--- config.mk ---
export PLATFORM = sky130hd
export DESIGN_NAME = sap1_control_core
export DESIGN_NICKNAME = d
export VERILOG_FILES = /design/src/rtl/sap1_control_core.sv
export SDC_FILE = /design/constraint.sdc
export NUM_CORES = 1
export LEC_CHECK = 0
export CELL_PAD_IN_SITES_DETAIL_PLACEMENT = 0
export CELL_PAD_IN_SITES_GLOBAL_PLACEMENT = 1
export CORE_MARGIN = 2
export CORE_UTILIZATION = 44
export CTS_CLUSTER_SIZE = 28
export DETAILED_ROUTE_END_ITERATION = 12
export DONT_BUFFER_PORTS = 1
export PLACE_DENSITY_LB_ADDON = 0.15
export SLEW_MARGIN = 15
export SYNTH_ARGS = -nofsm -noshare
export SYNTH_HDL_FRONTEND = slang
export SYNTH_SLANG_ARGS = --single-unit
--- constraint.sdc ---
create_clock -name clk -period 2.15 [get_ports clk]
set_input_delay 0.3225 -clock clk [delete_from_list [all_inputs] [get_ports clk]]
set_output_delay 0.3225 -clock clk [all_outputs]
set_load 0.02 [all_outputs]
--- src/rtl/sap1_control_core.sv ---
// SAP-1 control core: instruction register, accumulator and six-state ring sequencer.
// Control lines are Moore outputs decoded from the current T-state and the IR opcode.
module sap1_control_core (
    input  logic       clk,
    input  logic       reset,
    input  logic [7:0] ram_to_ir,
    input  logic [3:0] ram_to_a,
    output logic       Cp,
    output logic       Ep,
    output logic       Lmp,
    output logic       Lmi,
    output logic       Cei,
    output logic       Cea,
    output logic       Li,
    output logic       Ei,
    output logic       La,
    output logic       Ea,
    output logic       Su,
    output logic       Eu,
    output logic       Lb,
    output logic       Lo,
    output logic [3:0] ir_opcode,
    output logic [3:0] ir_operand,
    output logic [3:0] a_to_alu,
    output logic [3:0] a_bus
);

    localparam logic [3:0] OP_LDA = 4'b0000;
    localparam logic [3:0] OP_ADD = 4'b0001;
    localparam logic [3:0] OP_SUB = 4'b0010;
    localparam logic [3:0] OP_OUT = 4'b1110;
    localparam logic [3:0] OP_HLT = 4'b1111;

    typedef enum logic [2:0] {T1, T2, T3, T4, T5, T6} state_t;

    state_t     r_state;
    logic       r_halt;
    logic [7:0] r_ir;
    logic [3:0] r_a;

    always_ff @(posedge clk or negedge reset) begin
        if (!reset) begin
            r_state <= T1;
            r_halt  <= 1'b0;
            r_ir    <= 8'h00;
            r_a     <= 4'h0;
        end else if (!r_halt) begin
            if (Li)
                r_ir <= ram_to_ir;
            // ADD/SUB T6 asserts La with Eu: the ALU owns the write, A holds here
            if (La && !Eu)
                r_a <= ram_to_a;
            // HLT is seen on the bus while it is loaded, so the freeze starts at T4
            if (r_state == T3 && ram_to_ir[7:4] == OP_HLT)
                r_halt <= 1'b1;
            case (r_state)
                T1:      r_state <= T2;
                T2:      r_state <= T3;
                T3:      r_state <= T4;
                T4:      r_state <= T5;
                T5:      r_state <= T6;
                default: r_state <= T1;
            endcase
        end
    end

    always_comb begin
        Cp = 1'b0; Ep = 1'b0; Lmp = 1'b0; Lmi = 1'b0; Cei = 1'b0; Cea = 1'b0; Li = 1'b0;
        Ei = 1'b0; La = 1'b0; Ea = 1'b0; Su = 1'b0; Eu = 1'b0; Lb = 1'b0; Lo = 1'b0;
        if (!r_halt) begin
            case (r_state)
                T1: begin Ep = 1'b1; Lmp = 1'b1; end
                T2: Cp = 1'b1;
                T3: begin Cei = 1'b1; Li = 1'b1; end
                T4: begin
                    if (r_ir[7:4] == OP_LDA || r_ir[7:4] == OP_ADD || r_ir[7:4] == OP_SUB) begin
                        Ei = 1'b1; Lmi = 1'b1;
                    end else if (r_ir[7:4] == OP_OUT) begin
                        Ea = 1'b1; Lo = 1'b1;
                    end
                end
                T5: begin
                    if (r_ir[7:4] == OP_LDA) begin
                        Cea = 1'b1; La = 1'b1;
                    end else if (r_ir[7:4] == OP_ADD || r_ir[7:4] == OP_SUB) begin
                        Cea = 1'b1; Lb = 1'b1;
                    end
                end
                T6: begin
                    if (r_ir[7:4] == OP_ADD || r_ir[7:4] == OP_SUB) begin
                        Eu = 1'b1; La = 1'b1;
                        Su = (r_ir[7:4] == OP_SUB);
                    end
                end
                default: ;
            endcase
        end
    end

    assign ir_opcode  = r_ir[7:4];
    assign ir_operand = Ei ? r_ir[3:0] : 4'b0000;
    assign a_to_alu   = r_a;
    assign a_bus      = Ea ? r_a : 4'b0000;

endmodule

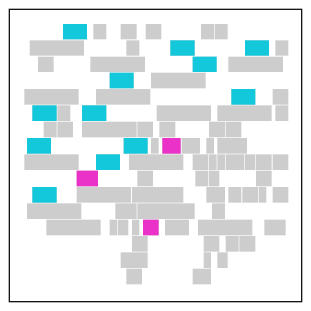
(gate-type map)
Scale: 6 px per um.
legend:
  cyan:
    family: mux cells
    cells: 12
    most_used: mux2_2
  magenta:
    family: non-inverting ao/oa cells
    cells: 3

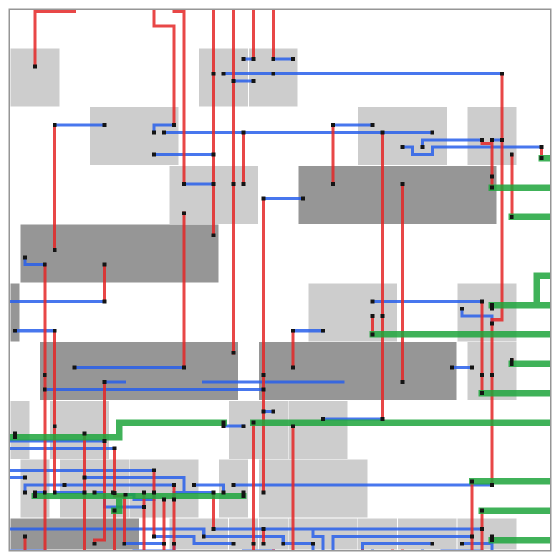
(zoomed window)
Window x 23 to 48, y 23 to 48 um. Cells in grey, sequential cells in the stronger grey; small squares are vias.
legend:
  blue:
    layer: M1
  green:
    layer: M3
  red:
    layer: M2
netlist names of flops here include: a_to_alu (4), r_ir (1)
sequential cells in the window: 5
most frequent: buf_4 (6), dfrtp_1 (5)
cells with their middle in the window: 30

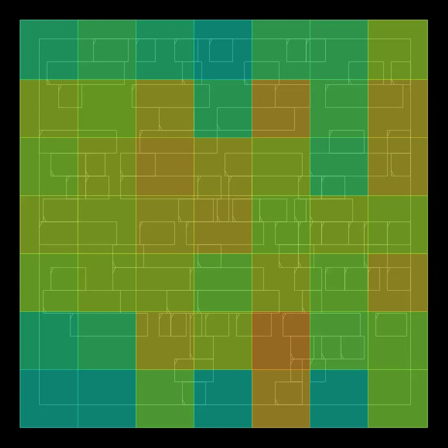
(track usage over the die)
global-route layer with the greatest usage: met1
met2 Usage GRT: 18.52%
DR WL/cell: 14.57 um

==> impl_metrics.env <==
# physical design summary
export IMPL_vias=597
export IMPL_hold_path_depth=1
export IMPL_rr_startpoint="r_state[2]"
export IMPL_hold_path_class="primary input to register"
export IMPL_drt_initial_drc_count=15
export IMPL_clock_latency_ns=0.28
export IMPL_finClkSkew_ns=0.004016
export IMPL_setup_tns_ns=0
export IMPL_status="finished clean"
export IMPL_crit_type="register to output pin"
export IMPL_cp_cell_sequence="nand4bb_1 > nor2_1 > and2_1"
export IMPL_mux_share_pct=15.52
export IMPL_clock_cell_area_share_pct=3.671
export IMPL_period_needed_ns=2.056
export IMPL_cp_slowest_stage_delay_ns=0.51
export IMPL_min_from="ram_to_a[0]"
export IMPL_ys_ff=16
export IMPL_p_per_area_nw_per_um2=1510
export IMPL_vias_per_cell=5.330
export IMPL_pwr_share_seq_pct=47.7
export IMPL_sh_comb_area_pct=40.63
export IMPL_dp_cells=107
export IMPL_post_cts_buffers=0
export IMPL_seqCellArea_sq_um=401.6
export IMPL_ant_nets=0
export IMPL_yosysWarnings=0
export IMPL_setup_viol=0
export IMPL_p_leak_nw=0.4278
export IMPL_dpl_cell_area_sq_um=940.9
export IMPL_drv_slew=0
export IMPL_r2r_setup_slack_ns=0.50
export IMPL_place_hpwl_um=1192
export IMPL_critPathArrivalTime_ns=1.73
export IMPL_grt_use_met3_pct=9.259
export IMPL_hold_buffers=1
export IMPL_start_kind="register"
export IMPL_ff_count=16
export IMPL_worst_slew_pin_slew_ns=0.7161
export IMPL_antenna_found_initial=0
export IMPL_crit_cells=3
export IMPL_setup_ws_ns=0.09404
export IMPL_p_clk_share_pct=13.1
export IMPL_n_tap_cell=27
export IMPL_fin_crit_sh_pct=95.63
export IMPL_rows=16
export IMPL_num_antenna_cells=0
export IMPL_cts_tree="built"
export IMPL_die_area_sq_um=2351
export IMPL_cp_data_required_time_ns=1.83
export IMPL_yosys_area_sq_um=870.8
export IMPL_ys_sh_xor_pct=1.006
export IMPL_synth_adder_area_share_pct=0
export IMPL_switchingPower_mw=0.6293
export IMPL_synthToLayoutAreaGrowth_pct=13.51
export IMPL_critPathBufInv=0
export IMPL_largest_class="sequential cells"
export IMPL_clk_pin_slew_ns=0.09
export IMPL_htree_levels=1
export IMPL_critPathTopFamily="simple AND/OR/NAND/NOR gates"
export IMPL_synthesis_nets=91
export IMPL_finalHoldViolations=0
export IMPL_internal_power_mw=0.8630
export IMPL_comb_cells=50
export IMPL_overflow=0
export IMPL_cp_max_fo=11
export IMPL_cts_made_buffers=3
export IMPL_min_to="a_to_alu[0]"
export IMPL_drc=0
export IMPL_lay_top_count="dfrtp_1"
export IMPL_topCombFamilyByArea="simple AND/OR/NAND/NOR gates"
export IMPL_grt_total_usage_pct=14.46
export IMPL_synth_area_sq_um=870.8
export IMPL_layout_top_cells="dfrtp_1 (15), buf_4 (14), mux2_2 (12)"
export IMPL_peakVddDrop_v=0.0008009
export IMPL_synth_avg_cell_area_sq_um=11.31
export IMPL_core_area_sq_um=1922
export IMPL_numClockSinks=16
export IMPL_wl_um=1632
export IMPL_rsz0062_at_grt="true"
export IMPL_nClkBuffers=4
export IMPL_met1_usage_pct=20.80
export IMPL_first_pass_iters=4
export IMPL_maxCapViolCount=0
export IMPL_first_global_vias=555
export IMPL_synth_cell_types=23
export IMPL_nets=100
export IMPL_gp_congestion=0.7042
export IMPL_nNonClkBuffers=15
export IMPL_fmax_mhz=486.4
export IMPL_buffer_area_share_pct=11.65
export IMPL_sw_frac_of_total_pct=42.17
export IMPL_drive_above_1_share_pct=38.82
export IMPL_dpl_worst_slack_ns=0.3881
export IMPL_startpoint="r_halt"
export IMPL_relSlewSlack_pct=52.10
export IMPL_cts_root_buf="clkbuf_4"
export IMPL_worstReg2RegEnd="a_to_alu[3]"
export IMPL_ys_sh_simple_pct=23.28
export IMPL_fillCellCount=189
export IMPL_dieWidth_um=48.49
export IMPL_instances_no_fill=112
export IMPL_crit_end="ir_operand[1]"
export IMPL_p_total_mw=1.492
export IMPL_end_kind="output pin"
export IMPL_clk_path_buf_depth=2
export IMPL_cts_resized=0
export IMPL_finalCoreUtilization_pct=51.43
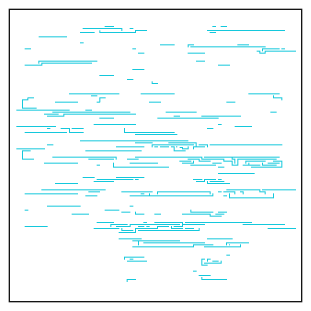
(metal 1)
Scale: 6 px per um.
main direction: horizontal
longest straight run: 17.9 um
wire length on this layer: 746 um
nets with wire on the layer: 82

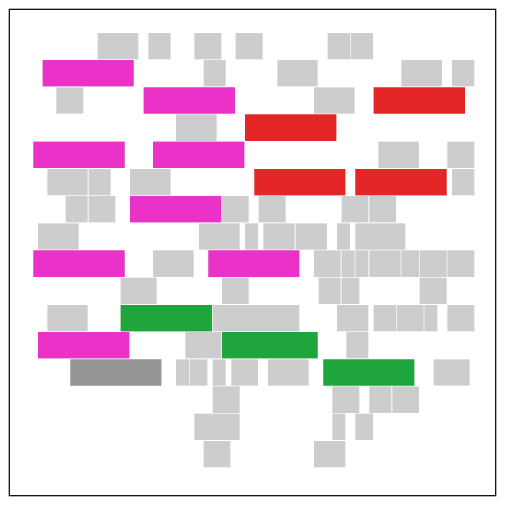
(sequential cells grouped by signal name)
Scale: 10 px per um. Other sequential cells in the stronger grey, the rest of the logic in the fainter grey.
legend:
  green:
    name_in_the_netlist: r_state
    flops: 3
  magenta:
    name_in_the_netlist: r_ir
    flops: 8
  red:
    name_in_the_netlist: a_to_alu
    flops: 4
not coloured: 1

## state kept, by name, indices dropped and copies added (netlist names)
register and cells:
r_state 3, a_to_alu 4, r_ir 8, r_halt 1
## Yosys cell counts
| library cell | n | area (sq um) |
|---|---|---|
| a41o_1 | 1 | 10.01 |
| a211oi_1 | 1 | 7.510 |
| nand2b_1 | 1 | 6.260 |
| nor4b_4 | 1 | 23.77 |
| mux2_2 | 12 | 135.1 |
| nand4b_1 | 2 | 17.52 |
| buf_4 | 8 | 60.06 |
| buf_2 | 3 | 15.01 |
| nor2b_1 | 3 | 18.77 |
| a21o_1 | 1 | 7.510 |
| a211o_1 | 1 | 8.760 |
| nand2_1 | 1 | 3.750 |
| nor4_1 | 1 | 6.260 |
| nor4b_1 | 1 | 8.760 |
| nor2_1 | 7 | 26.28 |
| o21ai_0 | 3 | 15.01 |
| dfrtp_1 | 16 | 400.4 |
| and2_1 | 8 | 50.05 |
| nor3b_1 | 2 | 15.01 |
| nand3_1 | 1 | 5.000 |
| nand4bb_1 | 1 | 11.26 |
| xnor2_1 | 1 | 8.760 |
| nor4bb_1 | 1 | 10.01 |
## power groups by stage
stage / sequential (mW) / clock [mW] / combinational (mW)
2_1_floorplan: 0.604 / 0 / 0.597
5_1_grt: 0.745 / 0.219 / 0.633
3_3_place_gp: 0.710 / 0 / 0.573
3_5_place_dp: 0.715 / 0 / 0.580
6_report: 0.712 / 0.195 / 0.585
4_1_cts: 0.708 / 0.205 / 0.589
## routing by layer
metal,routed length (um),vias up,part of all wire (%)
met2,690,34,42
met3,195,0,12
met5,0,-,0
met4,0,0,0
li1,-,279,-
met1,746,284,46
## worst register-to-register path: cells and delay by family, from the launching register on
family | cells | cell delay, ns
and+or+nand+nor | 2 | 0.55
DFF | 1 | 0.55
buffers and inverters | 1 | 0.18
muxes | 1 | 0.26
Power and IR drop assume default switching activity.
